**config.mk**
```make
export PLATFORM = sky130hd
export DESIGN_NAME = pong_match_controller
export DESIGN_NICKNAME = d
export VERILOG_FILES = /design/src/rtl/pong_match_controller.sv
export SDC_FILE = /design/constraint.sdc
export NUM_CORES = 1
export LEC_CHECK = 0
export CORE_MARGIN = 4
export CORE_UTILIZATION = 50
export CTS_BUF_LIST = sky130_fd_sc_hd__clkbuf_8
export CTS_CLUSTER_SIZE = 25
export DETAILED_ROUTE_END_ITERATION = 10
export PLACE_DENSITY = 0.76
export SYNTH_ARGS = -nofsm -noshare
export SYNTH_HDL_FRONTEND = slang
export SYNTH_SLANG_ARGS = --single-unit
```
**constraint.sdc**
```tcl
create_clock -name CLOCK_25 -period 2.05 [get_ports CLOCK_25]
set_input_delay 0.3075 -clock CLOCK_25 [delete_from_list [all_inputs] [get_ports CLOCK_25]]
set_output_delay 0.3075 -clock CLOCK_25 [all_outputs]
set_load 0.01 [all_outputs]
```
**src/rtl/pong_match_controller.sv**
```systemverilog
// Pong match sequencer: serve countdown, rally, point hold and game over, plus both scores.
// Defining PONG_MATCH_PAUSE_EN adds a PAUSED state entered and left with pause_toggle.
module pong_match_controller #(
   parameter int unsigned WIN_SCORE          = 9,
   parameter int unsigned SERVE_DELAY_FRAMES = 60,
   parameter int unsigned POINT_HOLD_FRAMES  = 30,
   parameter int unsigned CNT_W              = 8
) (
   input  logic       CLOCK_25,
   input  logic       reset,
   input  logic       frame_tick,
   input  logic       start,
   input  logic       point_p1,
   input  logic       point_p2,
   input  logic       pause_toggle,
   output logic       ball_run,
   output logic       ball_reset,
   output logic       serve_left,
   output logic [3:0] score_p1,
   output logic [3:0] score_p2,
   output logic [2:0] winner_color,
   output logic [2:0] state
);

   typedef enum logic [2:0] {
      StIdle     = 3'd0,
      StServe    = 3'd1,
      StRally    = 3'd2,
      StPoint    = 3'd3,
      StGameOver = 3'd4,
      StPaused   = 3'd5
   } match_state_e;

   localparam logic [CNT_W-1:0] SERVE_LOAD = CNT_W'(SERVE_DELAY_FRAMES);
   localparam logic [CNT_W-1:0] HOLD_LOAD  = CNT_W'(POINT_HOLD_FRAMES);
   localparam logic [CNT_W-1:0] CNT_ONE    = CNT_W'(1);
   localparam logic [3:0]       WIN_LIM    = 4'(WIN_SCORE);

   match_state_e     state_q, state_d;
   logic [CNT_W-1:0] cnt_q, cnt_d;
   logic [3:0]       score_p1_q, score_p1_d, score_p2_q, score_p2_d;
   logic [3:0]       p1_inc, p2_inc;
   logic             serve_left_q, serve_left_d;
   logic [2:0]       winner_q, winner_d;
   logic             ball_run_q, ball_run_d, ball_reset_q, ball_reset_d;

   assign p1_inc = score_p1_q + 4'd1;
   assign p2_inc = score_p2_q + 4'd1;

`ifndef PONG_MATCH_PAUSE_EN
   logic unused_pause_toggle;
   assign unused_pause_toggle = pause_toggle;
`endif

   always_comb begin
      state_d      = state_q;
      cnt_d        = cnt_q;
      score_p1_d   = score_p1_q;
      score_p2_d   = score_p2_q;
      serve_left_d = serve_left_q;
      winner_d     = winner_q;
      case (state_q)
         StIdle: begin
            if (start) begin
               state_d = StServe;
               cnt_d   = SERVE_LOAD;
            end
         end
         StServe: begin
            if (frame_tick) begin
               cnt_d = cnt_q - CNT_ONE;
               if (cnt_q == CNT_ONE) state_d = StRally;
            end
         end
         StRally: begin
            // Simultaneous points are a replay: no score, serve side kept.
            if (point_p1 && point_p2) begin
               state_d = StPoint;
               cnt_d   = HOLD_LOAD;
            end else if (point_p1) begin
               score_p1_d   = p1_inc;
               serve_left_d = 1'b0;
               if (p1_inc == WIN_LIM) begin
                  state_d  = StGameOver;
                  winner_d = 3'b001;
               end else begin
                  state_d = StPoint;
                  cnt_d   = HOLD_LOAD;
               end
            end else if (point_p2) begin
               score_p2_d   = p2_inc;
               serve_left_d = 1'b1;
               if (p2_inc == WIN_LIM) begin
                  state_d  = StGameOver;
                  winner_d = 3'b100;
               end else begin
                  state_d = StPoint;
                  cnt_d   = HOLD_LOAD;
               end
`ifdef PONG_MATCH_PAUSE_EN
            end else if (pause_toggle) begin
               state_d = StPaused;
`endif
            end
         end
         StPoint: begin
            if (frame_tick) begin
               cnt_d = cnt_q - CNT_ONE;
               if (cnt_q == CNT_ONE) begin
                  state_d = StServe;
                  cnt_d   = SERVE_LOAD;
               end
            end
         end
         StGameOver: begin
            if (start) begin
               state_d      = StServe;
               cnt_d        = SERVE_LOAD;
               score_p1_d   = 4'd0;
               score_p2_d   = 4'd0;
               serve_left_d = 1'b0;
               winner_d     = 3'b000;
            end
         end
`ifdef PONG_MATCH_PAUSE_EN
         StPaused: begin
            if (pause_toggle) state_d = StRally;
         end
`endif
         default: state_d = StIdle;
      endcase
   end

   // Ball controls are decoded from the next state so they register alongside it.
   always_comb begin
      ball_run_d   = (state_d == StRally);
      ball_reset_d = !((state_d == StRally) || (state_d == StPaused));
   end

   always_ff @(posedge CLOCK_25 or posedge reset) begin
      if (reset) begin
         state_q      <= StIdle;
         cnt_q        <= '0;
         score_p1_q   <= 4'd0;
         score_p2_q   <= 4'd0;
         serve_left_q <= 1'b0;
         winner_q     <= 3'b000;
         ball_run_q   <= 1'b0;
         ball_reset_q <= 1'b1;
      end else begin
         state_q      <= state_d;
         cnt_q        <= cnt_d;
         score_p1_q   <= score_p1_d;
         score_p2_q   <= score_p2_d;
         serve_left_q <= serve_left_d;
         winner_q     <= winner_d;
         ball_run_q   <= ball_run_d;
         ball_reset_q <= ball_reset_d;
      end
   end

   assign ball_run     = ball_run_q;
   assign ball_reset   = ball_reset_q;
   assign serve_left   = serve_left_q;
   assign score_p1     = score_p1_q;
   assign score_p2     = score_p2_q;
   assign winner_color = winner_q;
   assign state        = state_q;

endmodule

```
Run 1, logic cells by family:
(6 px per micron)
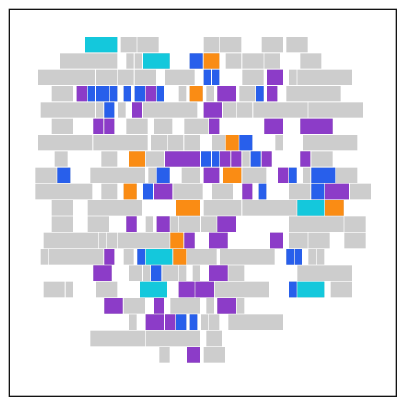
- purple: aoi and oai cells (cells 39)
- cyan: fa/ha/maj cells (cells 6)
- orange: and/or cells (cells 10)
- blue: nand cells (cells 29)

Run 1, clock network drawn from the DEF:
(8 px per micron)
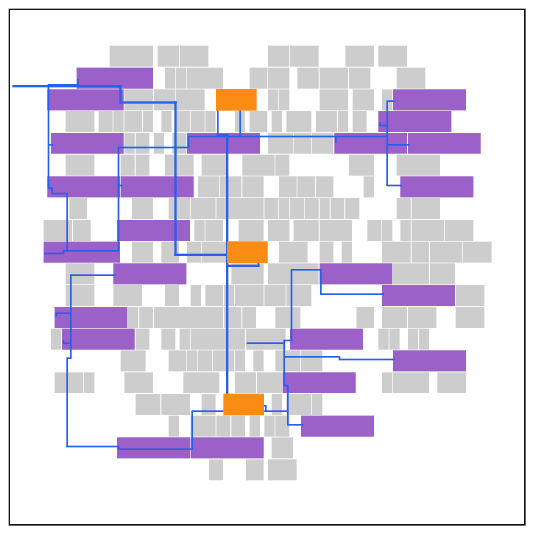
- purple: flip-flops (count 24)
- blue: clock wires (length 331 microns)
- orange: clock drivers (count 3)
- routed clock nets: 4

==> results.toml, run 1 <==
# yosys + openroad results
[run_status]
status = "finished, final reports clean"

[final_layout]
finalNonFillerCells = 243
nClkBuffers = 4
layout.area.top_class = "combinational gates"
largest_reg_flops = 8
postLayoutCellArea_sq_um = 1940
nonClockInverterCount = 15
max_flop_register = "cnt_q"

[timing]
period_minus_slack_ns = 1.95
hold-worst-slack_ns = 0.349
timing.fmax_ghz = 0.512
timing_hold_violations_final = 0
worst_clock_skew_ns = 0.00139

[synth]
top_cells_by_count = "23 x sky130_fd_sc_hd__dfrtp_1, 15 x sky130_fd_sc_hd__inv_1, 15 x sky130_fd_sc_hd__nand2_1"
asyncSetResetFlopFracSynth = 1.00
netlist_logic_family_top = "AND-OR/OR-AND gates"
ys_sh_mux = 0.0253

[global_route]
largest_net_degree_at_the_start_of_global_routing = 15
global_route.usage.met2 = 0.335
gr-total-overflow = 0

[routing]
detailroute.wirelength.met3_microns = 167
detailroute.via_count = 1401

[clock_tree]
clk_pin_slew_worst_paths_ns = 0.09
quantity_of_gates_resized_following_cts = 0

[die]
fp.dieH_microns = 64.3

[job]
openroad.warnings = 30

[power]
top_power_consumer_group = "sequential cells"
combPwrFrac = 0.227
pnr_total_power_w = 0.00118
intPower_w = 0.000821

[placed_design]
place_hpwl_microns = 2810
Run 1, ports around the boundary:
(6 px per micron) Pins as bars across the die edge, other pins in gray.
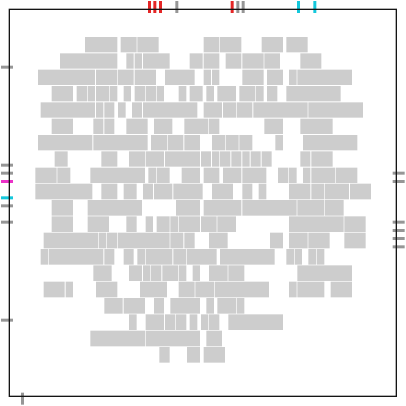
- cyan: winner_color (pins 3; direction output; edge 2 north, 1 west)
- red: score_p1 (pins 4; direction output; edge north)
- magenta: ball_reset (pins 1; direction output; edge west)
- all pins by edge: 9 north, 8 west, 6 east, 1 south

--- run 2 (diff from run 1) ---
- CAP_MARGIN: default -> 10
Run 2, the clock network:
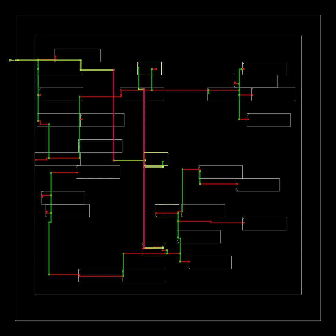
total clock network power: 0.000332 W
number of sequential cells: 24

Run 2, clock network drawn from the DEF:
(8 px per micron)
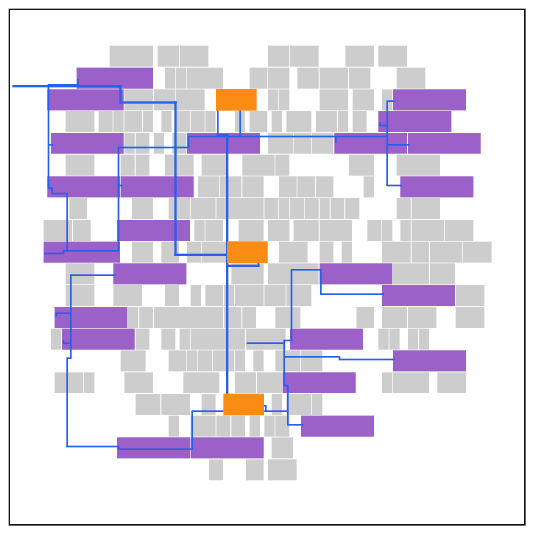
- blue: clock wires (length 331 microns)
- purple: flip-flops (count 24)
- orange: clock drivers (count 3)
- routed clock nets: 4

Run 2, logic cells by family:
(6 px per micron)
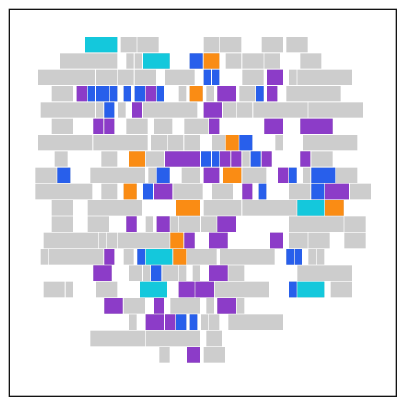
- cyan: fa/ha/maj cells (cells 6)
- blue: nand cells (cells 29)
- purple: aoi and oai cells (cells 39)
- orange: and/or cells (cells 10)

==> results.toml, run 2 <==
# yosys + openroad results
[routing]
vias_per_cell = 5.77
detailroute.via_count = 1401
detailroute.wirelength.met3_microns = 167

[final_layout]
postLayoutCellArea_sq_um = 1940
nonClockInverterCount = 15
largest_reg_flops = 8
most_frequent_cells_in_the_layout = "21 x sky130_fd_sc_hd__dfrtp_1, 21 x sky130_fd_sc_hd__clkdlybuf4s50_1, 15 x sky130_fd_sc_hd__nand2_1, 15 x sky130_fd_sc_hd__inv_1"
regArea_sq_um = 604
finalNonFillerCells = 243
fill_cells = 265
nClkBuffers = 4
layout.area.top_class = "combinational gates"
max_flop_register = "cnt_q"

[critical_path]
cp-end-kind = "flip-flop"
worst_r2r_startpoint = "score_p1[1]"
setup.worst_path.start_class = "flip-flop"
critical_path.endpoint = "cnt_q[3]"
timing.critical_path.depth = 6
cp.buffers_inverters = 0

[global_route]
largest_net_degree_at_the_start_of_global_routing = 15
global_route.usage.met2 = 0.335
grt_antenna_before_repair = 0
gr-usage-met3 = 0.0299
first_global_vias = 1432
gr-total-overflow = 0

[job]
openroad.warnings = 30

[die]
fp_util = 0.518
floorplan.core_area_sq_um = 3050
fp.dieH_microns = 64.3

[clock_tree]
clock_h_tree_levels = 1
clk_pin_slew_worst_paths_ns = 0.09
quantity_of_gates_resized_following_cts = 0
cts-hold-fix-buffers = 0

[power]
top_power_consumer_group = "sequential cells"
intPower_w = 0.000821
combPwrFrac = 0.227
pnr_total_power_w = 0.00118

[timing]
period_minus_slack_ns = 1.95
timing.fmax_ghz = 0.512
hold-worst-slack_ns = 0.349

[placed_design]
place_hpwl_microns = 2810

[synth]
top_cells_by_count = "23 x sky130_fd_sc_hd__dfrtp_1, 15 x sky130_fd_sc_hd__inv_1, 15 x sky130_fd_sc_hd__nand2_1"
ys_sh_mux = 0.0253
netlist_logic_family_top = "AND-OR/OR-AND gates"
asyncSetResetFlopFracSynth = 1.00

[run_status]
status = "finished, final reports clean"
--- run 3 (diff from run 2) ---
==> constraint.sdc (replaced) <==
create_clock -name CLOCK_25 -period 2.05 [get_ports CLOCK_25]
set_input_delay 0.3075 -clock CLOCK_25 [delete_from_list [all_inputs] [get_ports CLOCK_25]]
set_output_delay 0.3075 -clock CLOCK_25 [all_outputs]
set_load 0.02 [all_outputs]
Run 3, logic cells by family:
(6 px per micron)
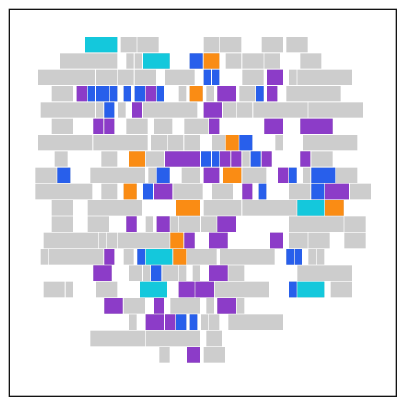
- blue: nand cells (cells 29)
- cyan: fa/ha/maj cells (cells 6)
- orange: and/or cells (cells 10)
- purple: aoi and oai cells (cells 39)

Run 3, clock network drawn from the DEF:
(8 px per micron)
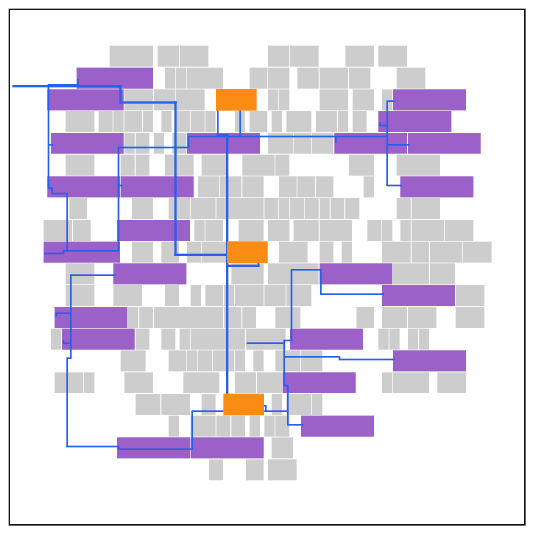
- orange: clock drivers (count 3)
- purple: flip-flops (count 24)
- blue: clock wires (length 331 microns)
- routed clock nets: 4

Run 3, ports around the boundary:
(6 px per micron) Pins as bars across the die edge, other pins in gray.
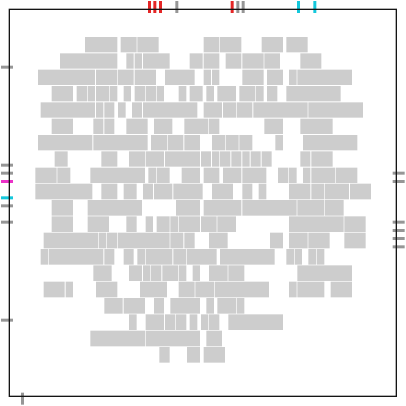
- red: score_p1 (pins 4; direction output; edge north)
- magenta: ball_reset (pins 1; direction output; edge west)
- cyan: winner_color (pins 3; direction output; edge 2 north, 1 west)
- all pins by edge: 9 north, 8 west, 6 east, 1 south

==> results.toml, run 3 <==
# yosys + openroad results
[run_status]
status = "finished, final reports clean"

[critical_path]
setup.worst_path.start_class = "flip-flop"
critical_path.endpoint = "cnt_q[3]"
cp.buffers_inverters = 0
cp-end-kind = "flip-flop"
timing.critical_path.depth = 6
worst_r2r_startpoint = "score_p1[1]"

[global_route]
largest_net_degree_at_the_start_of_global_routing = 15
gr-total-overflow = 0
first_global_vias = 1432
gr-usage-met3 = 0.0299
global_route.usage.met2 = 0.335
grt_antenna_before_repair = 0

[synth]
netlist.top_cell.by_instances = "sky130_fd_sc_hd__dfrtp_1"
netlist_logic_family_top = "AND-OR/OR-AND gates"
ys_sh_mux = 0.0253
top_cells_by_count = "23 x sky130_fd_sc_hd__dfrtp_1, 15 x sky130_fd_sc_hd__inv_1, 15 x sky130_fd_sc_hd__nand2_1"

[final_layout]
max_flop_register = "cnt_q"
most_frequent_cells_in_the_layout = "21 x sky130_fd_sc_hd__dfrtp_1, 21 x sky130_fd_sc_hd__clkdlybuf4s50_1, 15 x sky130_fd_sc_hd__nand2_1, 15 x sky130_fd_sc_hd__inv_1"
sequential_cell_total = 24
nonClockInverterCount = 15
nClkBuffers = 4
largest_reg_flops = 8
postLayoutCellArea_sq_um = 1940

[power]
combPwrFrac = 0.233
p_clk_w = 0.000332
pnr_total_power_w = 0.00119
intPower_w = 0.000821
top_power_consumer_group = "sequential cells"

[die]
floorplan.core_area_sq_um = 3050
fp_util = 0.518
fp.dieH_microns = 64.3

[timing]
hold-worst-slack_ns = 0.349
worst_clock_skew_ns = 0.00139
period_minus_slack_ns = 1.95
timing_hold_violations_final = 0
timing.fmax_ghz = 0.512

[clock_tree]
quantity_of_gates_resized_following_cts = 0
clk_pin_slew_worst_paths_ns = 0.09
cts-hold-fix-buffers = 0
clock_h_tree_levels = 1

[routing]
detailroute.wirelength.met3_microns = 167
detailroute.via_count = 1401
vias_per_cell = 5.77

[job]
openroad.warnings = 30
Power and IR drop assume default switching activity.
